## config.mk

```make
export PLATFORM = sky130hd
export DESIGN_NAME = uart_msg_tx_flat
export DESIGN_NICKNAME = d
export VERILOG_FILES = /design/src/rtl/uart_msg_tx_pkg.sv /design/src/rtl/uart_msg_tx_if.sv /design/src/rtl/uart_msg_tx_rom.sv /design/src/rtl/uart_msg_tx.sv /design/src/flat_wrapper.sv
export SDC_FILE = /design/constraint.sdc
export NUM_CORES = 1
export LEC_CHECK = 0
export ABC_AREA = 1
export ABC_CLOCK_PERIOD_IN_PS = 5520
export CAP_MARGIN = 40
export CORE_MARGIN = 5
export CORE_UTILIZATION = 30
export DETAILED_ROUTE_END_ITERATION = 10
export HOLD_SLACK_MARGIN = 0.03
export PLACE_DENSITY = 0.42
export SYNTH_ARGS = -nofsm -noshare
export SYNTH_HDL_FRONTEND = slang
export SYNTH_HIERARCHICAL = 1
export SYNTH_SLANG_ARGS = --single-unit
```

## constraint.sdc

```tcl
create_clock -name clk_i -period 5.52 [get_ports clk_i]
set_input_delay 0.552 -clock clk_i [delete_from_list [all_inputs] [get_ports clk_i]]
set_output_delay 0.552 -clock clk_i [all_outputs]
set_load 0.05 [all_outputs]
```

## src/rtl/uart_msg_tx_pkg.sv

```systemverilog
// uart_msg_tx_pkg: shared FSM states, default timing constants and the message ROM contents.
package uart_msg_tx_pkg;
    typedef enum logic [2:0] {IDLE, START_BIT, DATA, STOP, FINISH} state_e;
    localparam int DEF_CLK_DIV = 5208;
    localparam int DEF_MSG_LEN = 13;
    localparam logic [7:0] MSG [13] = '{8'h48, 8'h45, 8'h4C, 8'h4C, 8'h4F, 8'h20, 8'h57,
                                        8'h4F, 8'h52, 8'h4C, 8'h44, 8'h0D, 8'h0A};
    function automatic logic [7:0] msg_byte(input int i);
        return (i >= 0 && i < 13) ? MSG[i] : 8'h00;
    endfunction
endpackage

```

## src/rtl/uart_msg_tx_if.sv

```systemverilog
// uart_msg_tx_if: request handshake and serial/status outputs of the message transmitter.
interface uart_msg_tx_if;
    logic       start;
    logic       byte_valid;
    logic [7:0] byte_data;
    logic       byte_ready;
    logic       tx;
    logic       busy;
    logic       done;
    modport master (output start, byte_valid, byte_data, input byte_ready, tx, busy, done);
    modport slave  (input start, byte_valid, byte_data, output byte_ready, tx, busy, done);
endinterface

```

## src/rtl/uart_msg_tx_rom.sv

```systemverilog
// uart_msg_tx_rom: combinational message lookup, zero beyond the last entry.
module uart_msg_tx_rom
    import uart_msg_tx_pkg::*;
#(
    parameter int MSG_LEN = DEF_MSG_LEN,
    parameter int IW      = 4
) (
    input  logic [IW-1:0] addr_i,
    output logic [7:0]    data_o
);
    assign data_o = (int'(addr_i) < MSG_LEN) ? msg_byte(int'(addr_i)) : 8'h00;
endmodule

```

## src/rtl/uart_msg_tx.sv

```systemverilog
// uart_msg_tx: 8N1 LSB-first UART transmitter sending either the ROM message or single bytes.
// Outputs are registered from the current state, so TX trails the FSM by one cycle.
module uart_msg_tx
    import uart_msg_tx_pkg::*;
#(
    parameter int CLK_DIV = DEF_CLK_DIV,
    parameter int MSG_LEN = DEF_MSG_LEN
) (
    input logic          clk_i,
    input logic          rst_i,
    uart_msg_tx_if.slave bus
);
    localparam int TW = $clog2(CLK_DIV);
    localparam int IW = MSG_LEN > 1 ? $clog2(MSG_LEN) : 1;
    state_e        state_q, state_d;
    logic [TW-1:0] tmr_q, tmr_d;
    logic [2:0]    bit_q, bit_d;
    logic [IW-1:0] idx_q, idx_d, rom_addr;
    logic [7:0]    shift_q, shift_d, rom_data;
    logic          msg_q, msg_d, tx_q, busy_q, done_q, bit_end, last;
    assign bit_end        = tmr_q == TW'(CLK_DIV - 1);
    assign last           = !msg_q || idx_q == IW'(MSG_LEN - 1);
    // ROM is pre-addressed with the next byte so a new frame can start without a gap
    assign rom_addr       = state_q == IDLE ? '0 : idx_q + IW'(1);
    assign bus.byte_ready = state_q == IDLE && !bus.start && !rst_i;
    assign bus.tx         = tx_q;
    assign bus.busy       = busy_q;
    assign bus.done       = done_q;
    uart_msg_tx_rom #(.MSG_LEN(MSG_LEN), .IW(IW)) u_rom (.addr_i(rom_addr), .data_o(rom_data));
    always_comb begin
        state_d = state_q;
        tmr_d   = (state_q == IDLE || state_q == FINISH || bit_end) ? '0 : tmr_q + TW'(1);
        bit_d   = bit_q;
        idx_d   = idx_q;
        shift_d = shift_q;
        msg_d   = msg_q;
        unique case (state_q)
            IDLE: begin
                bit_d = '0;
                if (bus.start) begin
                    msg_d   = 1'b1;
                    idx_d   = '0;
                    shift_d = rom_data;
                    state_d = START_BIT;
                end else if (bus.byte_valid) begin
                    msg_d   = 1'b0;
                    shift_d = bus.byte_data;
                    state_d = START_BIT;
                end
            end
            START_BIT: state_d = bit_end ? DATA : START_BIT;
            DATA: if (bit_end) begin
                shift_d = shift_q >> 1;
                bit_d   = bit_q + 3'd1;
                state_d = bit_q == 3'd7 ? STOP : DATA;
            end
            STOP: if (bit_end) begin
                if (last) state_d = FINISH;
                else begin
                    idx_d   = idx_q + IW'(1);
                    shift_d = rom_data;
                    state_d = START_BIT;
                end
            end
            FINISH: state_d = IDLE;
            default: state_d = IDLE;
        endcase
    end
    always_ff @(posedge clk_i) begin
        if (rst_i) begin
            state_q <= IDLE;
            tmr_q   <= '0;
            bit_q   <= '0;
            idx_q   <= '0;
            shift_q <= '0;
            msg_q   <= 1'b0;
            tx_q    <= 1'b1;
            busy_q  <= 1'b0;
            done_q  <= 1'b0;
        end else begin
            state_q <= state_d;
            tmr_q   <= tmr_d;
            bit_q   <= bit_d;
            idx_q   <= idx_d;
            shift_q <= shift_d;
            msg_q   <= msg_d;
            tx_q    <= state_q == START_BIT ? 1'b0 : state_q == DATA ? shift_q[0] : 1'b1;
            busy_q  <= state_q != IDLE;
            done_q  <= state_q == FINISH;
        end
    end
endmodule

```

## src/flat_wrapper.sv

```systemverilog
// flat-port wrapper written by rule: the top's interface ports become plain ports
module uart_msg_tx_flat import uart_msg_tx_pkg::*;
#(
    parameter int CLK_DIV = DEF_CLK_DIV,
    parameter int MSG_LEN = DEF_MSG_LEN
)
  (clk_i, rst_i, bus_start, bus_byte_valid, bus_byte_data, bus_byte_ready, bus_tx, bus_busy, bus_done);
  uart_msg_tx_if bus_i ();
  input logic clk_i;
  input logic rst_i;
  input wire logic [$bits(bus_i.start)-1:0] bus_start;
  input wire logic [$bits(bus_i.byte_valid)-1:0] bus_byte_valid;
  input wire logic [$bits(bus_i.byte_data)-1:0] bus_byte_data;
  output wire logic [$bits(bus_i.byte_ready)-1:0] bus_byte_ready;
  output wire logic [$bits(bus_i.tx)-1:0] bus_tx;
  output wire logic [$bits(bus_i.busy)-1:0] bus_busy;
  output wire logic [$bits(bus_i.done)-1:0] bus_done;
  assign bus_i.start = bus_start;
  assign bus_i.byte_valid = bus_byte_valid;
  assign bus_i.byte_data = bus_byte_data;
  assign bus_byte_ready = bus_i.byte_ready;
  assign bus_tx = bus_i.tx;
  assign bus_busy = bus_i.busy;
  assign bus_done = bus_i.done;
  uart_msg_tx #(.CLK_DIV(CLK_DIV), .MSG_LEN(MSG_LEN)) u_core (.clk_i(clk_i), .rst_i(rst_i), .bus(bus_i));
endmodule
```

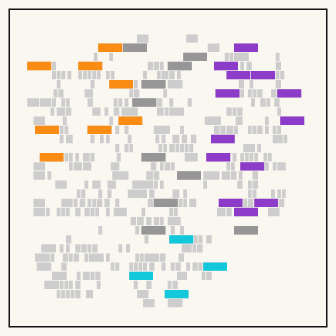
**Above:** sequential cells grouped by signal name.
Other sequential cells in the stronger gray, the rest of the logic in the fainter gray.
legend:
  `u_core/shift_q`:
    color: orange
    flops: 8
  `u_core/idx_q`:
    color: cyan
    flops: 4
    where: bottom middle
  `u_core/tmr_q`:
    color: purple
    flops: 13
not colored: 10
register area: 701 µm²
fin util: 35.6%
fraction of area in registers: 28.8%
seq pwr: 0.273 mW

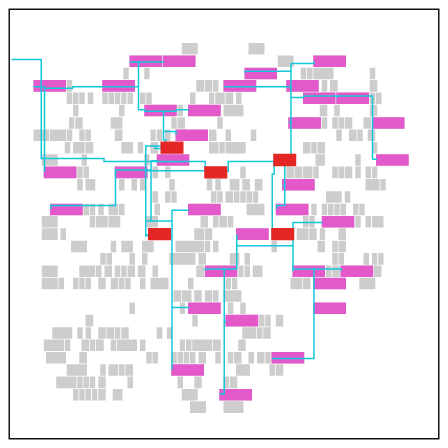
**Above:** routed clock nets over the placement.
legend:
  clock wires:
    color: cyan
    length: 536 µm
  flip-flops:
    color: magenta
    count: 35
  clock drivers:
    color: red
    count: 5
routed clock nets: 6

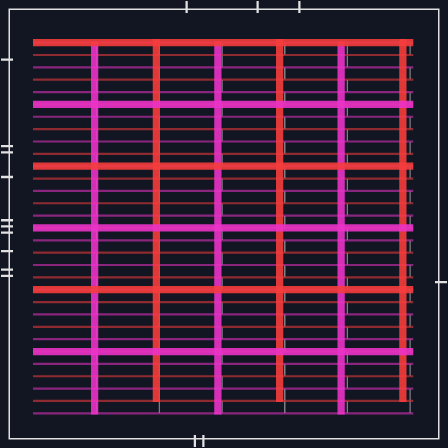
**Above:** power grid.
Pins as bars on the die edge. Tap cells in gray.
legend:
  VDD:
    color: red
  VSS:
    color: magenta
tap cells: 96
signal pins: 16

==> flow_summary.html <==
<!-- implementation run metrics -->
<table>
<tr><th>Metric</th><th>Value</th></tr>
<tr><th colspan="2">CTS</th></tr>
<tr><td>TritonCTS clock tree</td><td>built</td></tr>
<tr><td>Maximum count of clock buffers along a single path</td><td>2</td></tr>
<tr><td>CTS HTree Levels</td><td>2</td></tr>
<tr><th colspan="2">Detailed routing</th></tr>
<tr><td>Number of vias per cell</td><td>4.41</td></tr>
<tr><td>Antenna Nets Post-Route</td><td>0</td></tr>
<tr><td>Vias</td><td>1928</td></tr>
<tr><th colspan="2">GRT</th></tr>
<tr><td>Overflow left after global routing</td><td>0</td></tr>
<tr><td>Wire length of the first global-routing pass</td><td>8090 µm</td></tr>
<tr><td>Number of global-route vias before repair</td><td>1814</td></tr>
<tr><th colspan="2">Timing</th></tr>
<tr><td>Final count of negative-setup-slack endpoints</td><td>0</td></tr>
<tr><td>Minimum period implied by the final worst setup slack</td><td>2.88 ns</td></tr>
<tr><td>Sum of negative setup slack</td><td>0 ns</td></tr>
<tr><td>Remaining max-slew budget at the tightest pin</td><td>57.9%</td></tr>
<tr><th colspan="2">Setup path</th></tr>
<tr><td>Kind of launch point of the worst setup path</td><td>input port</td></tr>
<tr><td>Start point of the critical path</td><td>bus_start</td></tr>
<tr><th colspan="2">Die</th></tr>
<tr><td>Number of placement rows</td><td>30</td></tr>
<tr><th colspan="2">Synthesis</th></tr>
<tr><td>Count of warnings emitted by yosys</td><td>6</td></tr>
<tr><td>Share of the yosys chip area belonging to registers</td><td>32.9%</td></tr>
<tr><th colspan="2">Power and ir drop</th></tr>
<tr><td>P per Cell Area</td><td>234 nW/µm²</td></tr>
<tr><th colspan="2">Final layout</th></tr>
<tr><td>Count of inserted antenna diode cells</td><td>0</td></tr>
<tr><th colspan="2">Status</th></tr>
<tr><td>Outcome</td><td>finished clean</td></tr>
</table>
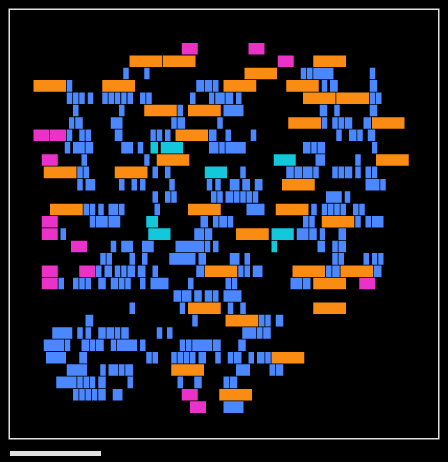
**Above:** cells colored by class.
Bar = 20 µm.
legend:
  flops:
    color: orange
    cells: 35
    share_of_their_area: 30%
  other buffers and delay cells:
    color: magenta
    cells: 15
    share_of_their_area: 6.5%
  combinational and other logic:
    color: blue
    cells: 283
    share_of_their_area: 60%
  clock drivers and dummy loads:
    color: cyan
    cells: 8
    share_of_their_area: 3.7%

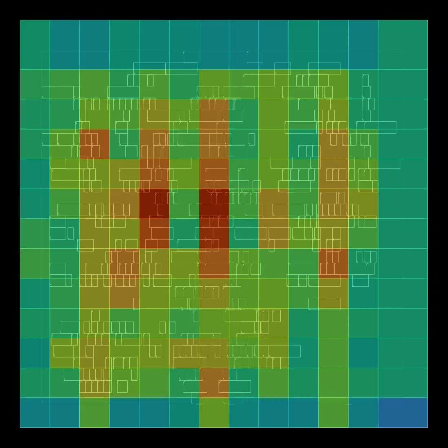
**Above:** track usage over the die.
routed length per placed instance: 11.0 µm
busiest layer in global routing: met2

synthesized netlist by cell type, types with 2 or more instances:
cell,n,area (µm²)
nand2_1,76,285
nor2_1,53,199
inv_1,38,143
dfxtp_1,35,701
nand3_1,24,120
a21oi_1,18,90.1
ha_1,11,138
nor3_1,10,50.1
o21ai_0,9,45.0
inv_2,7,26.3
nand2_2,7,43.8
o211ai_1,7,52.6
buf_2,3,15.0
nand4_1,3,18.8
and3_1,2,12.5
buf_6,2,22.5
nor2_4,2,22.5
o21a_1,2,15.0
o21ai_1,2,10.0
xnor2_1,2,17.5
critical path, stage by stage:
cell	delay, ns
clkdlybuf4s50_1	0.52
inv_1	0.24
nand2_4	0.08
nor2_1	0.11
clkdlybuf4s50_1	0.82
cell type report:
class	count	area (µm²)
clock buffers	6	72.6
clock inverters	2	12.5
fillers	772	4400
inverters	48	184
multi-input cells	235	1190
flip-flops and latches	35	701
well taps	96	120
repair buffers	15	150
sequential cells by signal, summed over array words and instances (netlist names):
name	flops
u_core/state_q	3
u_core/tmr_q	13
u_core/bus.tx	1
u_core/shift_q	8
u_core/bit_q	3
u_core/idx_q	4
u_core/msg_q	1
u_core/bus.done	1
u_core/bus.busy	1
layer usage:
layer	part of all wire, %	track usage, %
met1	46	13.3
met2	50	20.7
met3	3.1	2.72
met4	1.4	3.73
met5	0	0
layout by cell type, fill, tap and decap left out, types with 7 or more instances in the layout:
cell type,n
inv_1,38
o21ai_0,9
ha_1,11
o211ai_1,7
a21oi_1,18
inv_2,7
nand2_1,76
nor2_1,53
dfxtp_1,35
nor3_1,10
nand2_2,7
nand3_1,24
clkdlybuf4s50_1,15
stage by stage:
stage	utilization, %	hold WS (ns)
final	35.6	0.451
after global routing	35.6	0.477
after CTS	35.6	0.457
after detailed placement	34.4	0.445
after global placement	34.4	0.431
after floorplan	-	0.418
cells by family after synthesis:
logic type / after synthesis / synth area share, %
simple gates: 180 / 37.2
other cells: 1 / 0.176
fa+ha+maj: 11 / 6.47
compound gates: 40 / 11.1
flops: 35 / 32.9
buf+inv: 55 / 10.9
xor+xnor: 3 / 1.23
worst paths after layout:
kind                                           to  slack (ns)  cells past startpoint
worst min register to register    u_core/tmr_q[0]        0.45                      1
worst max-delay path               bus_byte_ready        2.64                      5
worst max register to register  u_core/shift_q[0]        3.17                     11
worst min-delay path              u_core/tmr_q[0]        0.45                      1
power groups by stage:
stage / Combinational, mW / Clock [mW] / Sequential (mW)
finish: 0.114 / 0.183 / 0.273
global route: 0.132 / 0.201 / 0.274
CTS: 0.116 / 0.196 / 0.273
detailed placement: 0.116 / 0 / 0.279
global placement: 0.117 / 0 / 0.279
floorplan: 0.0854 / 0 / 0.281
No activity file was given, so power comes from the tool's default toggle rates.
